### src/rtl/div_pkg.sv
// Shared types and sizing for the sequential restoring divider.
package div_pkg;

  typedef enum logic [1:0] {
    IDLE = 2'd0,
    CALC = 2'd1,
    DONE = 2'd2
  } div_state_e;

  localparam int DIV_WIDTH_DEFAULT = 16;
  localparam int DIV_CNT_W_DEFAULT = $clog2(DIV_WIDTH_DEFAULT + 1);

  function automatic int div_cnt_width(input int width);
    return $clog2(width + 1);
  endfunction

endpackage

### src/rtl/div_restore_step.sv
// One combinational restoring-division iteration: shift in the next dividend
// bit, trial-subtract the divisor, keep the difference when it does not borrow.
module div_restore_step
  import div_pkg::*;
#(
  parameter int WIDTH = DIV_WIDTH_DEFAULT
) (
  input  logic [WIDTH-1:0] i_rem,
  input  logic [WIDTH-1:0] i_quo,
  input  logic [WIDTH-1:0] i_divisor,
  output logic [WIDTH-1:0] o_rem,
  output logic [WIDTH-1:0] o_quo
);

  logic [WIDTH:0]   w_trial;
  logic [WIDTH-1:0] w_diff;
  logic             w_ge;

  // The partial remainder stays below the divisor, so it needs only WIDTH
  // bits; the trial value needs one more, and a non-borrowing difference
  // always fits back into WIDTH bits.
  assign w_trial = {i_rem, i_quo[WIDTH-1]};
  assign w_ge    = (w_trial >= {1'b0, i_divisor});
  assign w_diff  = w_trial[WIDTH-1:0] - i_divisor;

  // Select restored or subtracted remainder and the new quotient bit.
  always_comb begin
    o_rem = w_trial[WIDTH-1:0];
    o_quo = {i_quo[WIDTH-2:0], 1'b0};
    if (w_ge) begin
      o_rem = w_diff;
      o_quo = {i_quo[WIDTH-2:0], 1'b1};
    end else begin
      o_rem = w_trial[WIDTH-1:0];
      o_quo = {i_quo[WIDTH-2:0], 1'b0};
    end
  end

endmodule

### src/rtl/div32u_restoring_seq.sv
// Sequential unsigned restoring divider (2W / W), one quotient bit per cycle,
// with valid/ready handshakes on operand input and result output.
module div32u_restoring_seq
  import div_pkg::*;
#(
  parameter int WIDTH = DIV_WIDTH_DEFAULT
) (
  input  logic               clk,
  input  logic               rst_n,
  input  logic               in_valid,
  output logic               in_ready,
  input  logic [2*WIDTH-1:0] dividend,
  input  logic [WIDTH-1:0]   divisor,
  output logic               out_valid,
  input  logic               out_ready,
  output logic [WIDTH-1:0]   quotient,
  output logic [WIDTH-1:0]   remainder,
  output logic               div_by_zero,
  output logic               overflow
);

  localparam int CNT_W = div_cnt_width(WIDTH);

  div_state_e       r_state;
  div_state_e       w_state_next;
  logic [CNT_W-1:0] r_cnt;
  logic [WIDTH-1:0] r_rem;
  logic [WIDTH-1:0] r_quo_work;
  logic [WIDTH-1:0] r_divisor;
  logic [WIDTH-1:0] r_quotient;
  logic [WIDTH-1:0] r_remainder;
  logic             r_dbz;
  logic             r_ovf;

  logic             w_accept;
  logic             w_dz;
  logic             w_exc;
  logic             w_last;
  logic [WIDTH-1:0] w_hi;
  logic [WIDTH-1:0] w_step_rem;
  logic [WIDTH-1:0] w_step_quo;

  assign w_accept = in_valid && (r_state == IDLE);
  assign w_hi     = dividend[2*WIDTH-1:WIDTH];
  assign w_dz     = (divisor == '0);
  assign w_exc    = w_dz || (w_hi >= divisor);
  assign w_last   = (r_cnt == CNT_W'(WIDTH - 1));

  assign in_ready    = (r_state == IDLE);
  assign out_valid   = (r_state == DONE);
  assign quotient    = r_quotient;
  assign remainder   = r_remainder;
  assign div_by_zero = r_dbz;
  assign overflow    = r_ovf;

  div_restore_step #(.WIDTH(WIDTH)) u_step (
    .i_rem     (r_rem),
    .i_quo     (r_quo_work),
    .i_divisor (r_divisor),
    .o_rem     (w_step_rem),
    .o_quo     (w_step_quo)
  );

  // State register.
  always_ff @(posedge clk or negedge rst_n) begin
    if (!rst_n) begin
      r_state <= IDLE;
    end else begin
      r_state <= w_state_next;
    end
  end

  // Next-state logic; exceptions skip the iteration phase entirely.
  always_comb begin
    w_state_next = r_state;
    case (r_state)
      IDLE: begin
        if (w_accept) begin
          w_state_next = w_exc ? DONE : CALC;
        end else begin
          w_state_next = IDLE;
        end
      end
      CALC: begin
        if (w_last) begin
          w_state_next = DONE;
        end else begin
          w_state_next = CALC;
        end
      end
      DONE: begin
        if (out_ready) begin
          w_state_next = IDLE;
        end else begin
          w_state_next = DONE;
        end
      end
      default: w_state_next = IDLE;
    endcase
  end

  // Operand capture, iteration registers and result registers.
  always_ff @(posedge clk or negedge rst_n) begin
    if (!rst_n) begin
      r_cnt       <= '0;
      r_rem       <= '0;
      r_quo_work  <= '0;
      r_divisor   <= '0;
      r_quotient  <= '0;
      r_remainder <= '0;
      r_dbz       <= 1'b0;
      r_ovf       <= 1'b0;
    end else begin
      case (r_state)
        IDLE: begin
          if (w_accept) begin
            r_divisor <= divisor;
            r_cnt     <= '0;
            if (w_exc) begin
              r_quotient  <= '1;
              r_remainder <= dividend[WIDTH-1:0];
              r_dbz       <= w_dz;
              r_ovf       <= ~w_dz;
            end else begin
              r_rem      <= w_hi;
              r_quo_work <= dividend[WIDTH-1:0];
              r_dbz      <= 1'b0;
              r_ovf      <= 1'b0;
            end
          end
        end
        CALC: begin
          r_rem      <= w_step_rem;
          r_quo_work <= w_step_quo;
          r_cnt      <= r_cnt + CNT_W'(1);
          if (w_last) begin
            r_quotient  <= w_step_quo;
            r_remainder <= w_step_rem;
            r_dbz       <= 1'b0;
            r_ovf       <= 1'b0;
          end
        end
        DONE: begin
          r_cnt <= r_cnt;
        end
        default: begin
          r_cnt <= '0;
        end
      endcase
    end
  end

endmodule

### config.mk
export PLATFORM = sky130hd
export DESIGN_NAME = div32u_restoring_seq
export DESIGN_NICKNAME = d
export VERILOG_FILES = /design/src/rtl/div_pkg.sv /design/src/rtl/div_restore_step.sv /design/src/rtl/div32u_restoring_seq.sv
export SDC_FILE = /design/constraint.sdc
export NUM_CORES = 1
export LEC_CHECK = 0
export CAP_MARGIN = 20
export CORE_MARGIN = 5
export CORE_UTILIZATION = 45
export DETAILED_ROUTE_END_ITERATION = 7
export PLACE_DENSITY = 0.73
export SETUP_SLACK_MARGIN = 0.02
export SLEW_MARGIN = 20
export SYNTH_ARGS = -nofsm -noshare
export SYNTH_HDL_FRONTEND = slang
export SYNTH_SLANG_ARGS = --single-unit
### constraint.sdc
create_clock -name clk -period 3.25 [get_ports clk]
set_input_delay 0.325 -clock clk [delete_from_list [all_inputs] [get_ports clk]]
set_output_delay 0.325 -clock clk [all_outputs]
set_load 0.005 [all_outputs]
==> run_1/flops_by_reg.png <==
(4 px per um)
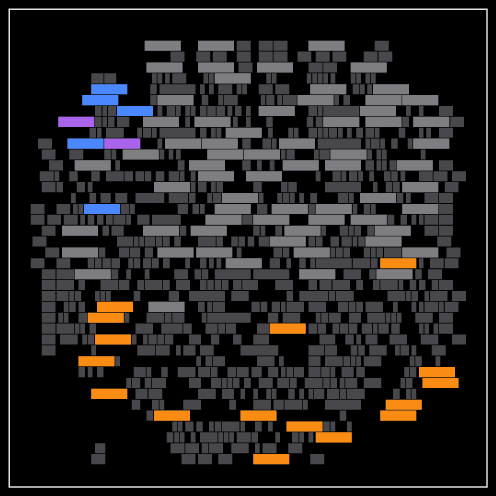
`r_divisor` -> orange  # sequential cells 16
`r_cnt` -> blue  # sequential cells 5, where top left
`r_state` -> purple  # sequential cells 2
not colored = 66
Seq area share: 33.3%
Final Core Density: 57.8%
total area of sequential cells: 2230 um2
sequential power: 2.05 mW

==> run_1/layer_met4.png <==
(4 px per um) Supply wires on this layer in gray.
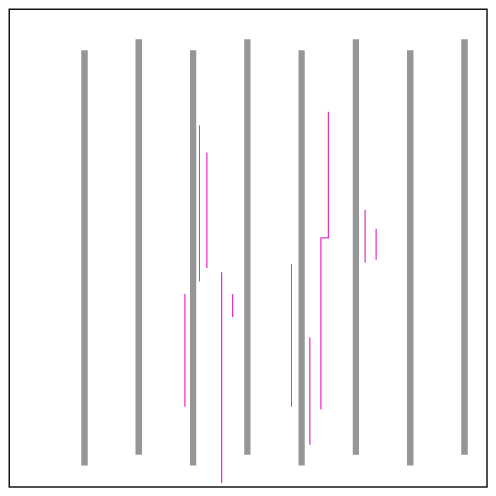
main direction = vertical
wire length on this layer = 311 um
nets with wire on the layer = 9
longest straight run = 52.4 um
share of all routed wire = 2.1%

==> reports/qor.txt, run 1 <==
Crit Path Max Fanout -> 12
Boundary Pins -> 88
FMAX -> 338 MHz
Clock Sinks -> 89
final wirelength -> 15000 um
Clk network pwr share -> 14.5%
clock skew -> 0.00886 ns
clock tree buffer depth -> 2
Detailed Place HPWL -> 11500 um
Synth Seq Share -> 41.6%
Final min period -> 2.96 ns
DRT Pass-1 Iters -> 5
Cell variety after synth -> 61
share of synthesized registers carrying an async set or reset -> 100%
CTS clk-pin slew, worst paths -> 0.06 ns
Inst Count DP -> 838
CORE AREA -> 11600 um2
vias in the first global route -> 5028
YS chip area -> 5360 um2
DRT iter0 DRCs -> 320
register share of total power -> 25.7%
GR Overflow Total -> 0
RD Place Congestion -> 0.911
syn_area_per_cell -> 8.60 um2
DIE WIDTH -> 119 um
DR vias -> 4859
Hold Violations, Final -> 0
WP data arrival -> 3.16 ns
root buf cell -> clkbuf_16
Lkg Pwr -> 2.88 nW
Syn-to-layout area delta -> 24.9%
Synth Instances -> 623
DR vias/cell -> 5.68
Synth area leader -> dfrtp_1
fin cells -> 855
Top Consumer -> combinational logic
Final Net Count -> 794
Syn. warnings -> 0
Gate Area -> 2780 um2
switching pwr -> 3.64 mW
top post-synthesis cells by area -> dfrtp_1 (42%), ha_1 (7.9%), nand2_1 (6.1%)
layout cells sized above 1 -> 8.43%
floorplan core density -> 46.3%
initial antenna violation count -> 1
Port Buffers -> 87
Residual DRC -> 0
Seq cells post-synth -> 89
max cap viols -> 0
DP Area -> 6340 um2
tool warning count -> 26
Hold WC Path Type -> flop to flop
setup violators final -> 0
remaining antenna violation count after routing -> 0
Latency at later pin -> 0.34 ns
Chip Height -> 119 um
PD cells -> 1190 nW/um2
Internal Power -> 4.33 mW
total track usage -> 21.7%
crit path DRT -> 3.45 ns
period utilization -> 91.1%
most instantiated logic cell after routing -> dfrtp_1
Setup Total Neg Slack -> 0 ns
pre-CTS WS -> 0.238 ns
most frequent cells in the layout -> dfrtp_1 (89), nand2_1 (87), clkdlybuf4s50_1 (86)
number of synthesized flops with an enable pin -> 0
Sw Share -> 45.6%
Peak VDD IR -> 0.519 mV
Clock net power -> 1.16 mW
Slew HR -> 55.5%
TritonCTS clock tree -> done
Filler Cell Count -> 1041
setup repair bufs after CTS -> 0
Final WS setup -> 0.291 ns
ys cells -> 623
Rows -> 39
main flop type -> dfrtp_1
P_comb -> 4.76 mW
outcome -> completed
H-tree depth -> 3
antenna cell count -> 0
Top cell area share -> 41.6%
RSZ-0062 raised after global routing -> false
critical path launch point type -> flop
Inserted Clock Buffers -> 9
Total Power -> 7.97 mW
Mapped Area -> 5360 um2
design area -> 6690 um2
largest net degree at the start of global routing -> 50
Die Size -> 14200 um2
Synth Net Count -> 710
Combinational Power Share -> 59.8%
Crit Path Class -> flop to flop
Final Max Tran Viols -> 0
Worst-Margin Slew -> 0.660 ns
first-pass GRT wire length -> 25100 um
Critical Path End Type -> flop
==> run_1/congestion.png <==
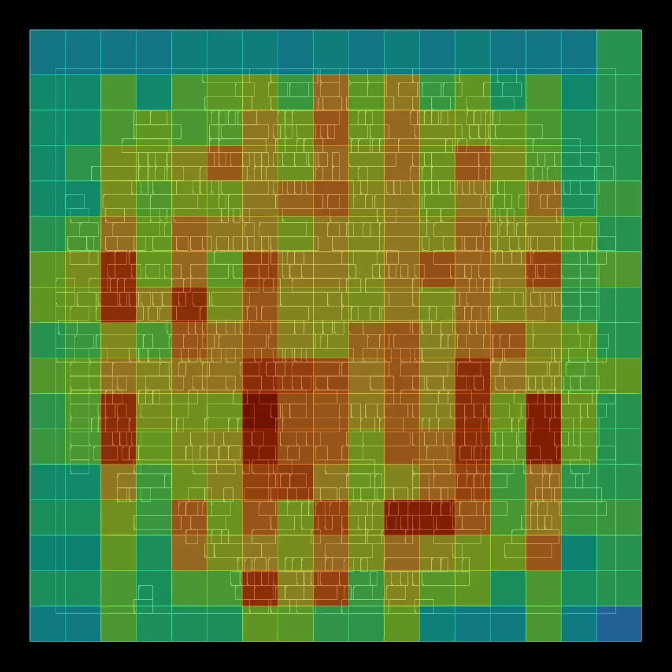
grt met2 use: 35.1%
met3 Use GR: 4.31%
Most Crowded Layer GR: met2
routed len/inst: 17.6 um
met1 GRT Util: 29.7%

run 1: routing by layer:
metal,vias to the layer above,part of all wire (%)
met4,2,2.1
met2,163,46
li1,2340,-
met3,24,6.0
met1,2330,45
met5,-,0.086
run 1: synth_stat cells (2+ instances only):
cell type / number
o31ai_1: 2
nand3_1: 10
a31oi_1: 28
o22ai_1: 2
nor4_2: 5
buf_4: 2
clkbuf_8: 6
nand4_1: 3
a21oi_1: 29
dfrtp_1: 89
a211oi_2: 5
nand2_1: 87
buf_6: 3
or3_1: 2
mux2i_1: 3
buf_2: 2
a21o_1: 3
xnor2_1: 9
o21ai_1: 8
o21ai_0: 65
nor2b_1: 6
xor2_1: 4
a211o_1: 3
nand2_2: 2
nor3_1: 30
a21o_2: 2
and3_1: 4
nor4_1: 5
ha_1: 34
a211oi_1: 4
inv_1: 40
nand2b_1: 6
clkbuf_1: 17
and2b_2: 2
nor2_1: 75
run 1: worst paths after layout:
check	depth (start not counted)	from	slack [ns]	to
setup / recovery	10	r_rem[10]	0.29	r_rem[13]
hold / removal	2	remainder[1]	0.49	remainder[1]
setup reg to reg	10	r_rem[10]	0.29	r_rem[13]
hold reg to reg	2	remainder[1]	0.49	remainder[1]
max in group asynchronous	3	rst_n	1.94	r_rem[0]
min in group asynchronous	2	rst_n	0.50	r_divisor[11]
run 1: cell type report:
| cell class | instances | share of cell area [%] |
|---|---|---|
| inverters | 40 | 2.25 |
| flip-flops and latches | 89 | 33.3 |
| well taps | 143 | 2.68 |
| multi-input cells | 463 | 41.5 |
| repair buffers | 104 | 15.3 |
| clock inverters | 5 | 1.29 |
| clock buffers | 11 | 3.63 |
run 1: metrics by stage:
stage / hold WS [ns] / util (%)
5_1_grt: 0.514 / 57.8
6_report: 0.488 / 57.8
4_1_cts: 0.490 / 57.8
2_1_floorplan: 0.0294 / -
3_3_place_gp: 0.340 / 54.8
3_5_place_dp: 0.348 / 54.8
run 1: critical path, stage by stage, from the launching register on:
cell and delay (ns):
dfrtp_1 0.45, ha_1 0.40, and3_1 0.22, nand3_2 0.13, or4_4 0.56, nand2_2 0.12
a311oi_4 0.05, buf_4 0.22, nor2_4 0.21, mux2i_1 0.34, o21ai_0 0.11
run 1: registers in the layout, indices dropped and copies added, names as in the netlist:
signal / flops
quotient: 16
r_divisor: 16
r_quo_work: 16
r_rem: 16
remainder: 16
r_cnt: 5
r_state: 2
div_by_zero: 1
overflow: 1
run 1: logic make-up (layout without fill, tap and decap cells):
| kind of cell | after synthesis | count (layout) | synth area share [%] |
|---|---|---|---|
| AND/OR/NAND/NOR | 246 | 246 | 21.4 |
| AND-OR/OR-AND | 166 | 166 | 19.3 |
| flip-flops | 89 | 89 | 41.6 |
| XOR/XNOR | 13 | 13 | 2.13 |
| adder cells (fa/ha/maj) | 35 | 35 | 8.32 |
| buffers and inverters | 71 | 160 | 6.78 |
| multiplexers | 3 | 3 | 0.561 |
run 1: timing repair:
item                       in CTS  in global routing
hold endpoints to repair       38                  0
gates resized                   0                  1
hold buffers                    1                  0
setup endpoints to repair       0                  1
## Run 2: what changed since run 1
--- a/config.mk
+++ b/config.mk
@@ -5,7 +5,6 @@
 export SDC_FILE = /design/constraint.sdc
 export NUM_CORES = 1
 export LEC_CHECK = 0
-export CAP_MARGIN = 20
 export CORE_MARGIN = 5
 export CORE_UTILIZATION = 45
 export DETAILED_ROUTE_END_ITERATION = 7
==> run_2/layer_met4.png <==
(4 px per um) Supply wires on this layer in gray.
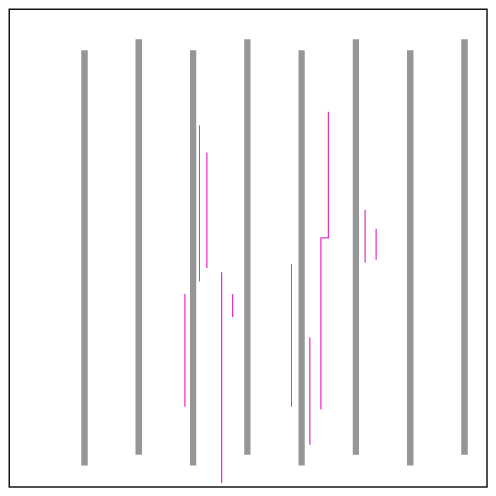
share of all routed wire = 2.1%
nets with wire on the layer = 9
main direction = vertical
wire length on this layer = 311 um
longest straight run = 52.4 um

==> run 2 against run 1 <==
- sequential power barely moved
- final cell count is the same
- worst setup slack unchanged
- highest routed layer unchanged
- largest power group unchanged
- flip-flop count unchanged
- critical endpoint unchanged
==> reports/qor.txt, run 2 <==
outcome -> completed (unchanged)
number of synthesized flops with an enable pin -> 0 (unchanged)
final wirelength -> 15000 um (unchanged)
Detailed Place HPWL -> 11500 um (unchanged)
Clock Sinks -> 89 (unchanged)
Final Max Tran Viols -> 0 (unchanged)
Critical Path End Type -> flop (unchanged)
Chip Height -> 119 um (unchanged)
Synth Net Count -> 710 (unchanged)
final hold slack -> 0.488 ns (unchanged)
Peak VDD IR -> 0.519 mV (unchanged)
Final min period -> 2.96 ns (unchanged)
H-tree depth -> 3 (unchanged)
ao+oa area frac -> 19.3% (unchanged)
xor/xnor share -> 2.13% (unchanged)
critical path launch point type -> flop (unchanged)
antenna cell count -> 0 (unchanged)
crit path DRT -> 3.45 ns (about the same)
period utilization -> 91.1% (unchanged)
Lkg Pwr -> 2.88 nW (unchanged)
syn_area_per_cell -> 8.60 um2 (unchanged)
setup violators final -> 0 (unchanged)
first-pass GRT wire length -> 25100 um (unchanged)
most frequent cells in the layout -> dfrtp_1 (89), nand2_1 (87), clkdlybuf4s50_1 (86) (unchanged)
Worst-Margin Slew -> 0.660 ns (unchanged)
Die Size -> 14200 um2 (unchanged)
CORE AREA -> 11600 um2 (unchanged)
Syn-to-layout area delta -> 24.9% (unchanged)
Slew HR -> 55.5% (unchanged)
Synth area leader -> dfrtp_1 (unchanged)
CP delay by family, top -> simple AND/OR/NAND/NOR gates (unchanged)
Seq cells post-synth -> 89 (unchanged)
number of cells on the critical path -> 10 (unchanged)
Setup Total Neg Slack -> 0 ns (unchanged)
most frequent cells after synthesis -> dfrtp_1 (89), nand2_1 (87), nor2_1 (75) (unchanged)
most instantiated logic cell after routing -> dfrtp_1 (unchanged)
initial antenna violation count -> 1 (unchanged)
crit path max-delay cell type -> or4_4 (unchanged)
ys cells -> 623 (unchanged)
crit path to -> r_rem[13] (unchanged)
yosys simple share -> 21.4% (unchanged)
Adder Area Share -> 8.32% (unchanged)
Boundary Pins -> 88 (unchanged)
DRT Pass-1 Iters -> 5 (unchanged)
Mux area share -> 0.561% (unchanged)
Crit Path Class -> flop to flop (unchanged)
Syn. warnings -> 0 (unchanged)
fin cells -> 855 (unchanged)
DR vias/cell -> 5.68 (unchanged)
Synth Instances -> 623 (unchanged)
R2R Path End -> r_rem[13] (unchanged)
r2r setup slk -> 0.29 ns (about the same)
CTS clk-pin slew, worst paths -> 0.06 ns (about the same)
DR vias -> 4859 (unchanged)
Cell variety after synth -> 61 (unchanged)
max cap viols -> 0 (unchanged)
total track usage -> 21.7% (unchanged)
Residual DRC -> 0 (unchanged)
remaining antenna violation count after routing -> 0 (unchanged)
worst path bufs/invs -> 1 (unchanged)
share of synthesized registers carrying an async set or reset -> 100% (unchanged)
YS chip area -> 5360 um2 (unchanged)
vias in the first global route -> 5028 (unchanged)
tool warning count -> 26 (unchanged)
RD Place Congestion -> 0.911 (unchanged)
routed len/inst -> 17.6 um (unchanged)
DIE WIDTH -> 119 um (unchanged)
critical path, cell by cell -> ha_1 -> and3_1 -> nand3_2 -> or4_4 -> nand2_2 -> a311oi_4 -> buf_4 -> nor2_4 -> mux2i_1 -> o21ai_0 (unchanged)
CP max stage delay -> 0.56 ns (about the same)
Crit Path Max Fanout -> 12 (unchanged)
clock skew -> 0.00886 ns (unchanged)
Latency at later pin -> 0.34 ns (about the same)
DRT iter0 DRCs -> 320 (unchanged)
main flop type -> dfrtp_1 (unchanged)
Final Net Count -> 794 (unchanged)
TritonCTS clock tree -> done (unchanged)
Synth Seq Share -> 41.6% (unchanged)
RSZ-0062 raised after global routing -> false (unchanged)
Synth top cell by count -> dfrtp_1 (unchanged)
Top logic family -> simple AND/OR/NAND/NOR gates (unchanged)
clock tree buffer depth -> 2 (unchanged)
RR Startpoint -> r_rem[10] (unchanged)
crit path from -> r_rem[10] (unchanged)
Mapped Area -> 5360 um2 (unchanged)
Port Buffers -> 87 (unchanged)
layout cells sized above 1 -> 8.43% (unchanged)
Top cell area share -> 41.6% (unchanged)
FMAX -> 338 MHz (unchanged)
floorplan core density -> 46.3% (unchanged)
Rows -> 39 (unchanged)
GR Overflow Total -> 0 (unchanged)
Reg2Reg Depth -> 10 (unchanged)
top post-synthesis cells by area -> dfrtp_1 (42%), ha_1 (7.9%), nand2_1 (6.1%) (unchanged)
largest net degree at the start of global routing -> 50 (unchanged)
Hold Violations, Final -> 0 (unchanged)
root buf cell -> clkbuf_16 (unchanged)
PD cells -> 1190 nW/um2 (unchanged)
Hold WC Path Type -> flop to flop (unchanged)
WP data arrival -> 3.16 ns (about the same)
[run 2: cell families after synthesis]
family,count (synthesis)
AOI/OAI and AO/OA,166
xor gates and xnor gates,13
adders and majority gates,35
buffers and inverters,71
DFF,89
muxes,3
and+or+nand+nor,246
[run 2: repair_timing]
action	CTS	global route
hold endpoints to repair	38	0
gates resized	0	1
setup endpoints to repair	0	1
hold buffers	1	0
buffers inserted	0	0
[run 2: final cells by class]
cell class / instances / area [um2]
Clock inverter: 5 / 86.3
Inverter: 40 / 150
Timing Repair Buffer: 104 / 1020
Tap cell: 143 / 179
Multi-Input combinational cell: 463 / 2780
Clock buffer: 11 / 243
Sequential cell: 89 / 2230
Fill cell: 1041 / 4880
[run 2: worst min-delay path by stage]
stage | from | to | slack [ns] | depth (start not counted)
2_1_floorplan | rst_n | div_by_zero | 0.03 | 0
3_3_place_gp | rst_n | r_divisor[11] | 0.34 | 1
3_5_place_dp | rst_n | r_divisor[11] | 0.35 | 1
4_1_cts | remainder[1] | remainder[1] | 0.49 | 2
5_1_grt | remainder[1] | remainder[1] | 0.51 | 2
6_report | remainder[1] | remainder[1] | 0.49 | 2
[run 2: metrics by stage]
step                      util, %  cell area, um2  worst slack (ns)  power, mW
after global placement       54.8            6340             0.220       6.62
after detailed placement     54.8            6340             0.238       6.78
after floorplan                 -            5360             0.673       5.40
after CTS                    57.8            6680             0.302       7.96
final                        57.8            6690             0.291       7.97
after global routing         57.8            6690            0.0476       8.62
[run 2: worst register-to-register path: stages (launching register included)]
cell	delay [ns]
dfrtp_1	0.45
ha_1	0.40
and3_1	0.22
nand3_2	0.13
or4_4	0.56
nand2_2	0.12
a311oi_4	0.05
buf_4	0.22
nor2_4	0.21
mux2i_1	0.34
o21ai_0	0.12
[run 2: report_power, final]
group / internal [mW] / switching [mW]
Sequential: 1.65 / 0.402
Clock: 0.701 / 0.457
Combinational: 1.99 / 2.78
[run 2: layer usage]
metal | track usage [%] | share of wire [%] | wire (um) | up-vias
li1 | - | - | - | 2340
met1 | 29.7 | 45 | 6830 | 2330
met2 | 35.1 | 46 | 6970 | 163
met3 | 4.31 | 6.0 | 907 | 24
met4 | 6.30 | 2.1 | 311 | 2
met5 | 0 | 0.086 | 13 | -
Power is estimated from default activity; no workload was simulated.
